## src/rtl/pb_event_pkg.sv

```systemverilog
// pb_event_pkg: shared state encoding and counter constants for pb_event_gen.
package pb_event_pkg;
  typedef enum logic [1:0] {LOCK, IDLE, HELD, LONG} state_t;
  localparam int CNT_W_DEF = 10;
  localparam logic [CNT_W_DEF-1:0] CNT_SAT = '1;
endpackage

```

## src/rtl/pb_edge_det.sv

```systemverilog
// pb_edge_det: registers the button level and flags rising/falling edges; pb_q resets high.
module pb_edge_det (
  input  logic clk_1ms,
  input  logic rst,
  input  logic pb_i,
  output logic rise_o,
  output logic fall_o
);
  logic pb_q;
  always_ff @(posedge clk_1ms)
    if (rst) pb_q <= 1'b1;
    else pb_q <= pb_i;
  assign rise_o = pb_i & ~pb_q;
  assign fall_o = ~pb_i & pb_q;
endmodule

```

## src/rtl/pb_event_gen.sv

```systemverilog
// pb_event_gen: push-button press/release/long/repeat event generator; define PB_DCLICK_EN for double-click.
module pb_event_gen
  import pb_event_pkg::*;
#(
  parameter int LONG_MS   = 500,
  parameter int REPEAT_MS = 100,
  parameter int DCLICK_MS = 300,
  parameter int CNT_W     = CNT_W_DEF
) (
  input  logic             clk_1ms,
  input  logic             rst,
  input  logic             pbreg,
  output logic             press_pulse,
  output logic             release_pulse,
  output logic             long_pulse,
  output logic             repeat_pulse,
  output logic             long_active,
  output logic [CNT_W-1:0] hold_ms,
  output logic             dclick_pulse
);
  localparam logic [CNT_W-1:0] SAT    = '1;
  localparam logic [CNT_W-1:0] LONG_C = CNT_W'(LONG_MS);
  localparam logic [CNT_W-1:0] REP_C  = CNT_W'(REPEAT_MS);
  state_t state_q, state_d;
  logic [CNT_W-1:0] hold_q, hold_d, rep_q, rep_d, hold_inc, rep_inc;
  logic press_q, press_d, rel_q, rel_d, long_q, long_d, rpt_q, rpt_d, la_q;
  logic rise, fall;
  pb_edge_det u_edge (
    .clk_1ms(clk_1ms),
    .rst    (rst),
    .pb_i   (pbreg),
    .rise_o (rise),
    .fall_o (fall)
  );
  assign hold_inc = hold_q + 1'b1;
  assign rep_inc  = rep_q + 1'b1;
  always_comb begin
    state_d = state_q;
    hold_d  = hold_q;
    rep_d   = rep_q;
    press_d = 1'b0;
    rel_d   = 1'b0;
    long_d  = 1'b0;
    rpt_d   = 1'b0;
    case (state_q)
      LOCK: state_d = pbreg ? LOCK : IDLE;
      IDLE: if (rise) begin
        press_d = 1'b1;
        hold_d  = CNT_W'(1);
        state_d = HELD;
      end
      HELD: if (fall) begin
        rel_d   = 1'b1;
        hold_d  = '0;
        state_d = IDLE;
      end else begin
        hold_d = hold_inc;
        if (hold_inc == LONG_C) begin
          long_d  = 1'b1;
          rep_d   = '0;
          state_d = LONG;
        end
      end
      LONG: if (fall) begin
        rel_d   = 1'b1;
        hold_d  = '0;
        state_d = IDLE;
      end else begin
        hold_d = (hold_q == SAT) ? SAT : hold_inc;
        rpt_d  = rep_inc == REP_C;
        rep_d  = (rep_inc == REP_C) ? '0 : rep_inc;
      end
      default: state_d = LOCK;
    endcase
  end
  always_ff @(posedge clk_1ms)
    if (rst) begin
      state_q <= LOCK;
      hold_q  <= '0;
      rep_q   <= '0;
      press_q <= 1'b0;
      rel_q   <= 1'b0;
      long_q  <= 1'b0;
      rpt_q   <= 1'b0;
      la_q    <= 1'b0;
    end else begin
      state_q <= state_d;
      hold_q  <= hold_d;
      rep_q   <= rep_d;
      press_q <= press_d;
      rel_q   <= rel_d;
      long_q  <= long_d;
      rpt_q   <= rpt_d;
      la_q    <= state_d == LONG;
    end
  assign press_pulse   = press_q;
  assign release_pulse = rel_q;
  assign long_pulse    = long_q;
  assign repeat_pulse  = rpt_q;
  assign long_active   = la_q;
  assign hold_ms       = hold_q;
`ifdef PB_DCLICK_EN
  localparam logic [CNT_W-1:0] DCLK_C = CNT_W'(DCLICK_MS);
  logic [CNT_W-1:0] gap_q, gap_d;
  logic arm_q, arm_d, dck_q, dck_d;
  // gap_q counts idle edges after the release, so the rise edge itself is gap_q+1 cycles later
  always_comb begin
    gap_d = gap_q;
    arm_d = arm_q;
    dck_d = 1'b0;
    if (state_q == HELD && fall) begin
      gap_d = '0;
      arm_d = 1'b1;
    end else if (state_q == IDLE) begin
      gap_d = (gap_q == SAT) ? SAT : gap_q + 1'b1;
      dck_d = rise && arm_q && gap_q < DCLK_C;
      arm_d = arm_q && !rise && gap_q < DCLK_C;
    end else if (state_q == LONG && fall) arm_d = 1'b0;
  end
  always_ff @(posedge clk_1ms)
    if (rst) begin
      gap_q <= '0;
      arm_q <= 1'b0;
      dck_q <= 1'b0;
    end else begin
      gap_q <= gap_d;
      arm_q <= arm_d;
      dck_q <= dck_d;
    end
  assign dclick_pulse = dck_q;
`else
  assign dclick_pulse = 1'b0;
`endif
endmodule
```

## config.mk

```make
export PLATFORM = sky130hd
export DESIGN_NAME = pb_event_gen
export DESIGN_NICKNAME = d
export VERILOG_FILES = /design/src/rtl/pb_event_pkg.sv /design/src/rtl/pb_edge_det.sv /design/src/rtl/pb_event_gen.sv
export SDC_FILE = /design/constraint.sdc
export NUM_CORES = 1
export LEC_CHECK = 0
export CAP_MARGIN = 25
export CORE_ASPECT_RATIO = 0.5
export CORE_MARGIN = 4
export CORE_UTILIZATION = 45
export DETAILED_ROUTE_END_ITERATION = 7
export GPL_TIMING_DRIVEN = 0
export PLACE_DENSITY = 0.67
export SETUP_SLACK_MARGIN = 0.2
export SKIP_LAST_GASP = 1
export SLEW_MARGIN = 25
export SYNTH_ARGS = -nofsm -noshare
export SYNTH_HDL_FRONTEND = slang
export SYNTH_HIERARCHICAL = 1
export SYNTH_SLANG_ARGS = --single-unit
```

## constraint.sdc

```tcl
create_clock -name clk_1ms -period 2.5 [get_ports clk_1ms]
set_clock_uncertainty 0.2 [all_clocks]
set_input_delay 0.25 -clock clk_1ms [delete_from_list [all_inputs] [get_ports clk_1ms]]
set_output_delay 0.25 -clock clk_1ms [all_outputs]
set_load 0.05 [all_outputs]
```

==> flow_metrics.tcl <==
# place-and-route summary
set metrics [dict create \
    ys_area_sq_um 1570 \
    clock_buffers 3 \
    grt_overflow 0 \
    fp_nets 191 \
    antenna_cells 0 \
    synthTopCellsByArea "dfxtp_1, nand2_1, o21ai_0, nand2b_1, nand3_1" \
    lay_top_count "nand2_1" \
    floorplan.io_pins 19 \
    muxShareOfSynthArea_pct 1.91 \
    warning_count 26 \
    dr_wl_met3_um 136 \
    dp.cells 251 \
    utilization_pct 61.2 \
    crit_chain "clkdlybuf4s50_1 > and2b_1 > clkbuf_2 > nor2b_2 > nand2_1 > or4_1 > a31oi_1" \
    p_leak_nw 0.657 \
    p_per_area_nw_per_um2 450 \
    nMultiInputCombCells 147 \
    worst_pin_slew_ns 0.578 \
    die.size.y_um 49.8 \
    synthXorXnorAreaFrac_pct 0 \
    p_seq_mw 0.454 \
    powerClk_mw 0.360 \
    gp_congestion 0.890 \
    io_buffers 17 \
    viasPerCell 5.68 \
    ys_types 54 \
    fin_crit_sh_pct 87.4 \
    hpwl_um 2660 \
    crit_fanout 9 \
    n_all_buffers 26 \
    rsz0062_at_grt "false" \
    holdPathStages 2 \
    syn_area_sq_um 1570 \
    p_sw_share_pct 21.5 \
    wl_met1_um 1920 \
    met2_length_um 1690 \
    status "finished clean" \
    most_common_cell "dfxtp_1" \
    area_growth_pct 23.2 \
    fp_util_pct 49.6 \
    cts_setup_buffers 0 \
    total_power_mw 0.873 \
    grt_pass1_wl_um 6430 \
    finalHoldViolCount 0 \
    pre_cts_slack_ns -0.142 \
    htree_levels 1 \
    slowest_stage "or4_1" \
    synth_top_cell_by_area "dfxtp_1" \
    cp.depth 7 \
    clkSlewWorstSetupHoldPaths_ns 0.10 \
    layoutNonFillerInstCount 257 \
    required_ns 2.51 \
    place_area_sq_um 1810 \
    nets 215 \
    clk_share_pct 3.68 \
    grt_most_used_layer "met2" \
    holdBufCountCts 0 \
    common_cells "dfxtp_1, nand2_1, o21ai_0, nor2_1, nand3_1" \
    drv_cap 0 \
    yosys.area_share.aoi_pct 27.1 \
    p_comb_share_pct 6.7 \
    finalSetupViolations 0 \
    hold_slack_ns 0.307 \
    worstReg2RegStart "hold_ms[2]" \
    edf_count 0 \
    syn-instance-count 186 \
    fmax_ghz 0.458 \
    yosys_warnings 6 \
    slew_headroom_pct 61.5 \
    drtAntennaViolNets 0 \
    seq-cell-share_pct 29.5 \
    final_max_slew_viol_count 0 \
    root_buffer "clkbuf_8" \
]
**Signal wires by layer**

Scale: 6 px per um. Two of the layers only.
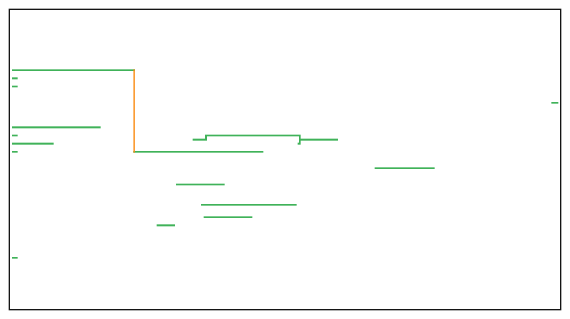
orange -> metal 4  # wire length 13.6 um
green -> metal 3  # wire length 137 um
WL per Instance: 14.6 um
vias: 1459
final wirelength: 3770 um

**The metal 1 layer**

Scale: 8 px per um. Supply wires on this layer in grey. Cells faint in the background.
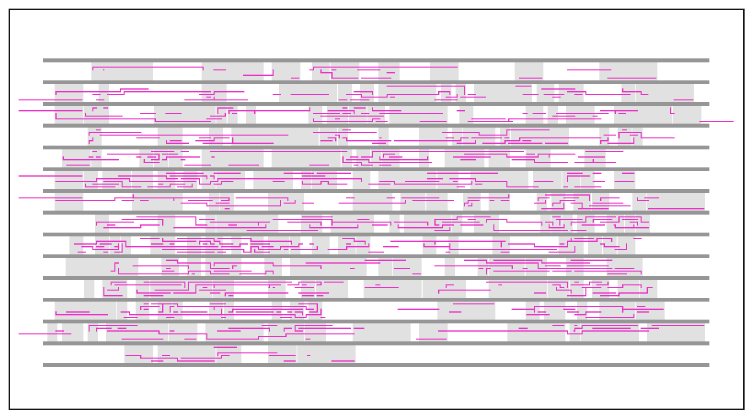
main direction = horizontal
share of all routed wire = 51%
longest straight run = 23.5 um
M1 GR Usage: 24.0%

**Routing congestion map**

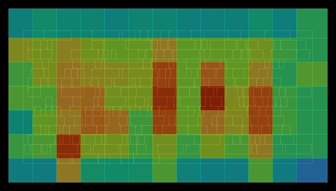
Overall Global Routing Usage: 17.2%
GR Layer Usage met3: 4.56%
met2 Use GR: 27.2%

**Sequential cells grouped by signal name**

Scale: 6 px per um. Other sequential cells in the stronger grey, the rest of the logic in the fainter grey.
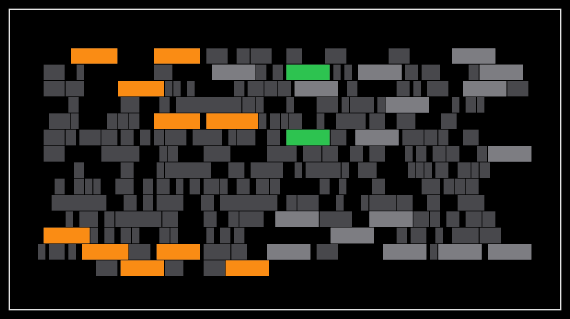
orange -> hold_ms  # placed flops 10
green -> state_q  # placed flops 2

**The metal 3 layer**

Scale: 6 px per um. Cells faint in the background.
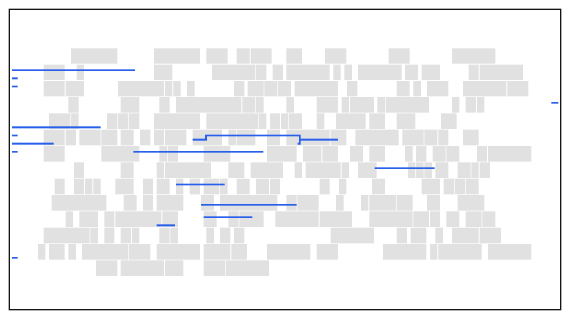
wire length on this layer = 137 um
share of all routed wire = 3.6%
nets with wire on the layer = 15

